`config.mk`:
```
export PLATFORM = sky130hd
export DESIGN_NAME = program_loader
export DESIGN_NICKNAME = d
export VERILOG_FILES = /design/src/rtl/program_loader_pkg.sv /design/src/rtl/program_loader_strobe_edge_detect.sv /design/src/rtl/program_loader.sv
export SDC_FILE = /design/constraint.sdc
export NUM_CORES = 1
export LEC_CHECK = 0
export CORE_ASPECT_RATIO = 0.9
export CORE_MARGIN = 10
export CORE_UTILIZATION = 40
export DETAILED_ROUTE_END_ITERATION = 10
export PLACE_DENSITY = 0.68
export SETUP_SLACK_MARGIN = 0.5
export SLEW_MARGIN = 20
export SYNTH_ARGS = -nofsm -noshare
export SYNTH_HDL_FRONTEND = slang
export SYNTH_SLANG_ARGS = --single-unit
```
`constraint.sdc`:
```
create_clock -name clk -period 3.3 [get_ports clk]
set_clock_uncertainty 0.1 [all_clocks]
set_input_delay 0.66 -clock clk [delete_from_list [all_inputs] [get_ports clk]]
set_output_delay 0.66 -clock clk [all_outputs]
set_load 0.01 [all_outputs]
```
`src/rtl/program_loader_pkg.sv`:
```
// Shared types and defaults for the program loader and its front-end helpers.
package program_loader_pkg;

   typedef enum logic [1:0] {
      IDLE  = 2'd0,
      LOAD  = 2'd1,
      DONE  = 2'd2,
      ERROR = 2'd3
   } state_t;

   localparam int unsigned END_WORD_DEFAULT = 0;

endpackage

```
`src/rtl/program_loader_strobe_edge_detect.sv`:
```
// Rising-edge detector for a level strobe: one registered sample plus a combinational rise flag.
module strobe_edge_detect (
   input  logic clk,
   input  logic reset,
   input  logic strobe,
   output logic rise_c
);

   logic strobe_q;

   always_ff @(posedge clk or posedge reset) begin
      if (reset) strobe_q <= 1'b0;
      else       strobe_q <= strobe;
   end

   assign rise_c = strobe & ~strobe_q;

endmodule

```
`src/rtl/program_loader.sv`:
```
// Streams strobed words into program RAM from address 0 with terminator/overflow detection.
// Optional running checksum output enabled by PROGRAM_LOADER_CHECKSUM_EN.
module program_loader
   import program_loader_pkg::*;
#(
   parameter int unsigned DATA_W = 8,
   parameter int unsigned ADDR_W = 9,
   parameter logic [DATA_W-1:0] END_WORD = DATA_W'(END_WORD_DEFAULT)
) (
   input  logic              clk,
   input  logic              reset,
   input  logic              start,
   input  logic [DATA_W-1:0] dataIn,
   input  logic              newData,
   output logic              write_rq,
   output logic [ADDR_W-1:0] addrOut,
   output logic [DATA_W-1:0] dataOut,
   output logic              busy,
   output logic              done,
   output logic              overflow,
   output logic [ADDR_W:0]   length
`ifdef PROGRAM_LOADER_CHECKSUM_EN
   ,
   output logic [DATA_W-1:0] checksum
`endif
);

   localparam logic [ADDR_W-1:0] ADDR_MAX = '1;

   state_t            state, state_next;
   logic              rise;
   logic              write_rq_n;
   logic [ADDR_W-1:0] addr_n;
   logic [DATA_W-1:0] data_n;
   logic [ADDR_W:0]   length_n;

   strobe_edge_detect u_edge (
      .clk    (clk),
      .reset  (reset),
      .strobe (newData),
      .rise_c (rise)
   );

   always_ff @(posedge clk or posedge reset) begin
      if (reset) state <= IDLE;
      else       state <= state_next;
   end

   // Completion is decided in the cycle after a write, from the word just written.
   always_comb begin
      state_next = state;
      case (state)
         LOAD: begin
            if (write_rq) begin
               if (dataOut == END_WORD)     state_next = DONE;
               else if (addrOut == ADDR_MAX) state_next = ERROR;
            end
         end
         IDLE, DONE, ERROR: begin
            if (start) state_next = LOAD;
         end
         default: state_next = IDLE;
      endcase
   end

`ifdef PROGRAM_LOADER_CHECKSUM_EN
   logic [DATA_W-1:0] checksum_n;
`endif

   always_comb begin
      write_rq_n = 1'b0;
      addr_n     = addrOut;
      data_n     = dataOut;
      length_n   = length;
`ifdef PROGRAM_LOADER_CHECKSUM_EN
      checksum_n = checksum;
`endif
      if (state == LOAD) begin
         if (write_rq) begin
            if (dataOut != END_WORD && addrOut != ADDR_MAX)
               addr_n = ADDR_W'(addrOut + ADDR_W'(1));
         end else if (rise) begin
            write_rq_n = 1'b1;
            data_n     = dataIn;
            length_n   = (ADDR_W+1)'(length + (ADDR_W+1)'(1));
`ifdef PROGRAM_LOADER_CHECKSUM_EN
            checksum_n = DATA_W'(checksum + dataIn);
`endif
         end
      end else if (start) begin
         addr_n   = '0;
         length_n = '0;
`ifdef PROGRAM_LOADER_CHECKSUM_EN
         checksum_n = '0;
`endif
      end
   end

   // Status flags track the state being entered so they change on the same edge as the state.
   always_ff @(posedge clk or posedge reset) begin
      if (reset) begin
         write_rq <= 1'b0;
         addrOut  <= '0;
         dataOut  <= '0;
         length   <= '0;
         busy     <= 1'b0;
         done     <= 1'b0;
         overflow <= 1'b0;
`ifdef PROGRAM_LOADER_CHECKSUM_EN
         checksum <= '0;
`endif
      end else begin
         write_rq <= write_rq_n;
         addrOut  <= addr_n;
         dataOut  <= data_n;
         length   <= length_n;
         busy     <= (state_next == LOAD);
         done     <= (state_next == DONE);
         overflow <= (state_next == ERROR);
`ifdef PROGRAM_LOADER_CHECKSUM_EN
         checksum <= checksum_n;
`endif
      end
   end

endmodule

```
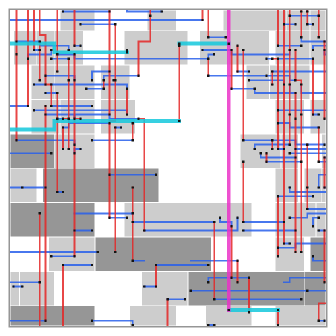
(images/closeup.png)
Region (31, 12) to (56, 37) µm. Cells in gray, sequential cells in the stronger gray; small squares are vias.
legend:
  M4:
    color: magenta
  M2:
    color: red
  M1:
    color: blue
  M3:
    color: cyan
cells with their middle in the window: 42
sequential cells in the window: 5
most frequent: dfrtp_1 (5), clkdlybuf4s50_1 (4)

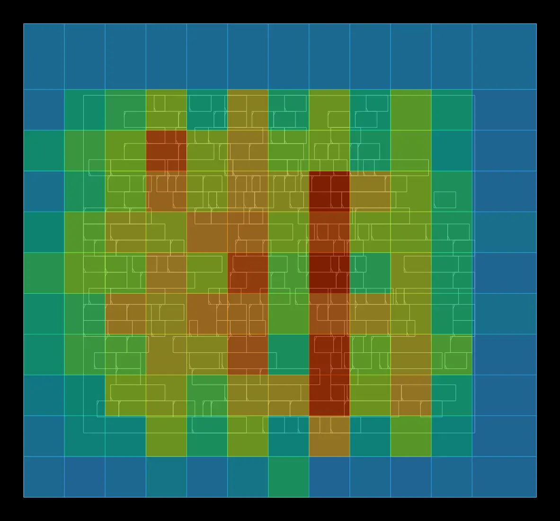
(images/congestion_map.png)
global-route met3 utilization: 5.25%
overall routing resource usage: 11.7%
post-layout utilization of the core: 56.8%
most used routing layer: met2
Avg WL per Cell: 16.2 µm

-- cells in the mapped netlist (all sizes together), types with 2 or more instances --
cell	instances	area share (%)
mux2	8	5.6
xnor2	6	3.3
nand2b	3	1.2
dfrtp	34	53
nand3	17	5.3
and4	3	1.6
o31ai	2	0.93
o21ai	4	1.2
nand2	13	3.0
or3	2	0.78
nor2	7	1.6
a211o	2	1.1
buf	3	1.7
or4	2	0.93
inv	4	0.93
clkbuf	2	0.47
nor4	4	1.6
nor4b	2	1.1
a21oi	4	1.2
mux2i	2	1.2
ha	3	2.3
-- registers in the layout, indices dropped and copies added, names as in the netlist, 2 cells and up --
| register | flops |
|---|---|
| length | 10 |
| dataOut | 8 |
| state | 2 |
| addrOut | 9 |
==> run notes <==
Implementation status.

- The most common logic cells in the final layout are clkdlybuf4s50_1, dfrtp_1, nand3_1, nand2_1, mux2_2.
- Summed over all nets, the half-perimeter wirelength after detailed placement is 2830 µm.
- In the Yosys report, the sequential cells make up a little over half of the chip area.
- Pin placement for this block handled approximately 43 I/O pins.
- The cell type with the highest occurrence count on the critical path is and4_1.
- Derived from the worst setup path, the maximum achievable clock frequency is 433 MHz.
- The post-synthesis instance total is 145.
- The number of buffers inserted during clock tree synthesis is 5.
- The type of the most critical hold path is register to register.
- TritonCTS built the clock tree.
- The combinational logic power is about 0.38 mW.
- CTS built an H-tree with a depth of 2.
- The cell area after layout is roughly 2100 µm².
- The violation count after the first detailed-route iteration is approximately 47.
- Counting both buffers and inverters, the worst setup path holds a total of 0.
- The most critical setup path has its startpoint at addrOut[3]$_DFFE_PP0P_.
- The number of global-route vias before repair was approximately 1.3k.
- The cell depth of the worst setup path is 6.
- The area fraction in full adders, half adders and majority gates is 2.34%.
- By area, the combinational part of the netlist is dominated by simple AND/OR/NAND/NOR gates.
- The met2 usage in global routing is about 17%.
- For this design the total switching power over the nets is around 0.41 mW.
- The count of multi-input gates is between 100 and 150.
- The longest incremental delay of any stage on the critical path is reported as approximately 0.58 ns.
- Registers take 851 µm².
- The clock network power share is between 20% and 30%.
- In the synthesized netlist the dominant register cell turns out to be dfrtp_1.
- According to the floorplan report, the die height is ~80 µm.
- For reference, compound AND-OR and OR-AND cells occupy around 8.4% of the area reported after synthesis.
- The final worst-path setup slack is ~0.99 ns.
- In this run, synthesis inferred 0 flip-flops with an integrated enable.
- OpenSTA lists the critical path endpoint as addrOut[4]$_DFFE_PP0P_.
- The wire length on met3 is ~360 µm.
- The number of standard cells in the layout, taps in and fillers out is 237.
- Net switching is 31.5% of the power.
- met1 track demand over resource after global routing is a little over an eighth.
- From synthesis to final layout, the design area changed by 33.7%.
- The final layout contains slightly above 200 nets.
- Of the total power, registers draw a little under half.
- The chip footprint is 6950 µm².
- The number of inserted filler cells in the final layout is around 330.
- For this block, the via count after detailed routing is around 1.3k.
- The flow ran to the end, and the final reports show no timing, DRC or antenna violations.
- Per STA, the worst path is made up of and4_1 -> and4_1 -> ha_1 -> a2111oi_2 -> nand3_1 -> mux2i_1.
- The area occupied by multi-input gates is between 700 and 800 µm².
- The power consumption is about 1.3 mW.
- The number of distinct library cells after synthesis is between 40 and 50.
- The post-synthesis async set-or-reset flop share is 100%.
- The hold-fix buffer count after cts is 0.
- The top power consumer group is sequential cells.
- The launching element type of the critical path is a register.
- Sequential power for this build is approximately 0.60 mW.
- The startpoint-to-endpoint class of the critical path is register to register.
- The maximum number of pins on one net before global-route repair is 35.
- In this run the static leakage power is 0.893 nW.
- The final-layout non-clock buffer area share is approximately 20%.
- The count of final max-slew check failures is 0.
- VDD sags by at most ~0.25 mV.
- The layout inverter count without the clock tree is 4.
- The number of antenna cells inserted is 0.
- After layout, the minimum clock period comes to 2.31 ns.
- The normalized max-slew margin is 38.9%.
- The tightest hold path in the finished design has a slack of 0.449 ns.
- Setup repair after global routing left no endpoint under its margin.
- A synthesized cell averages about 11 µm².
- The internal power summed over all cells is between 0.8 and 0.9 mW.
Power figures rest on the tool's default switching activity, not on a simulated workload.
